Figure 1. Track usage over the die.
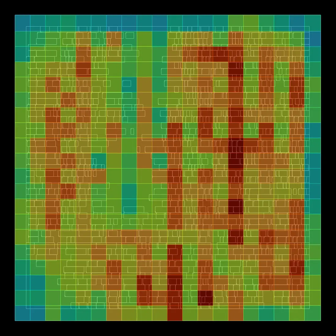
Figure 2. Clock distribution.
(4 px per um)
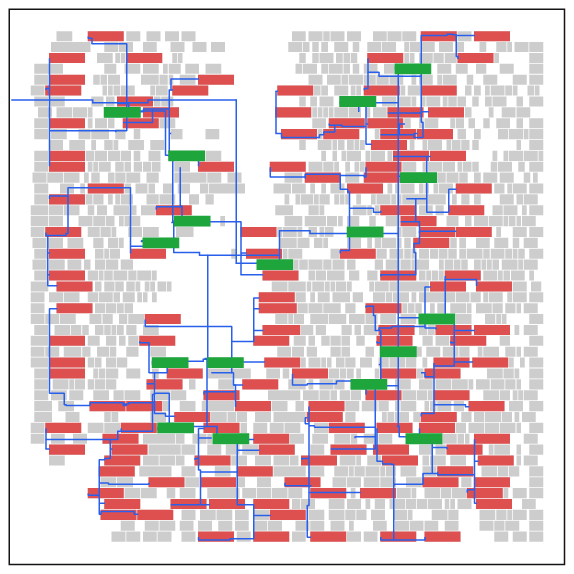
Figure 3. Cell density map.
(2 px per um) 14 x 14 tiles, from white (low) to dark blue (high), 0 to 100% covered.
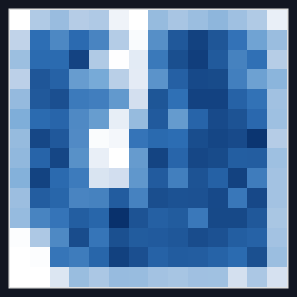
Figure 4. PDN straps and rails.
(3 px per um) Pins as bars on the die edge.
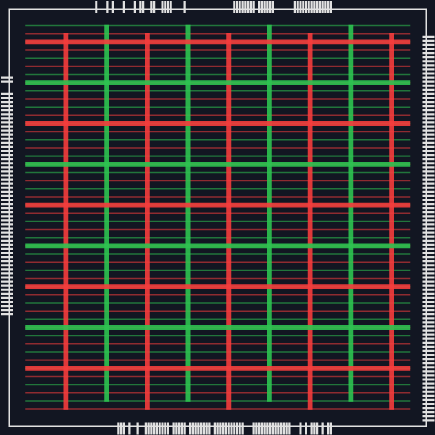
Design mem_stage, sky130hd; sources not shown.
==> summary.txt <==
Implementation status.

- The flow ran to the end, and the final reports show no timing, DRC or antenna violations.
- The wire length after detailed routing is 24800 um.
- The worst setup slack after layout is 0.111 ns.
- The depth of the CTS H-tree is 4.
- The via-per-instance ratio is 5.60.
- For this design the static power due to leakage is 4.88 nW.
- The cell area power density is 655 nW/um^2.
- Relative to the synthesized area, the layout overhead comes to 43.0%.
- Recorded from the global router log, the overflow total was 0.
- The reported combinational group power is 3.32 mW.
- The data required time at the worst endpoint is 3.14 ns.
- The design draws 7.73 mW.
- The buffer depth of the longest clock path is 2.
- The main area contributors are dfrtp_1 43%, mux2_2 14%, a22oi_1 3.8%.
- Entering global routing, the biggest net connects 86 pins.
- The leading cell type by number of instances after synthesis is dfrtp_1.
- The final layout net count is 1249.
- The longest incremental delay of any stage on the critical path is reported as 0.54 ns.
- In the final routed layout, each cell accounts on average for 18.7 um.
- RePlAce ended its routability-driven mode at a weighted congestion of 0.887.
- The number of antenna violations at the first check in global routing was 0.
- After routing the design area is 11800 sq um.
- The logic area is 4390 sq um.
- Counting the clock-network buffers in the layout gives 19.
- The layout report gives the register share of total cell area as 0.301.
- Setup repair after global routing could not meet its margin everywhere.
- When the netlist entered floorplanning its net count stood at 976.
- The register-to-register setup slack is 1.01 ns.
- The instance area after placement is 11100 sq um.
- The worst path in the final design needs a cycle of 3.59 ns, including I/O delays and setup.
- The multiplexer share of the synthesized area is 0.194.
- The die covers 19200 sq um.
- Per the synthesis report, the adder-cell share of the synthesized area is 0.0237.
- STA classifies the critical path endpoint as an output port.
- The type of the tightest min-delay check is input pin to async pin.
- Across the placement rows, the number of tap cells is 220.
-- Figure 1 (at the start) --
met1 GRT Util: 0.324
Most Used Layer, Global Route: met2

-- Figure 2 (at the start) --
Key: flip-flops = red [count 142]; clock wires = blue [length 1810 um]; cells driving clock nets = green [count 17]
Position of the flops: widely spread.
power consumed by the clock network: 1.67 mW
Final Skew: 0.0101 ns

-- Figure 3 (at the start) --
43% of the tiles are over 75% full. The fullest tile reaches 100%. 4.6% of the tiles are nearly empty. The mean over all tiles is 60%.
area of the core: 16400 sq um
post-route core utilization: 0.719
Core Density at Floorplan: 0.503

-- Figure 4 (at the start) --
Key: VDD = green; VSS = red
The core has 47 rows. 254 signal pins sit on the boundary.
die height: 138 um
Die Wd: 138 um
worst supply voltage drop on vdd: 0.365 mV

No activity file was given, so power comes from the tool's default toggle rates.
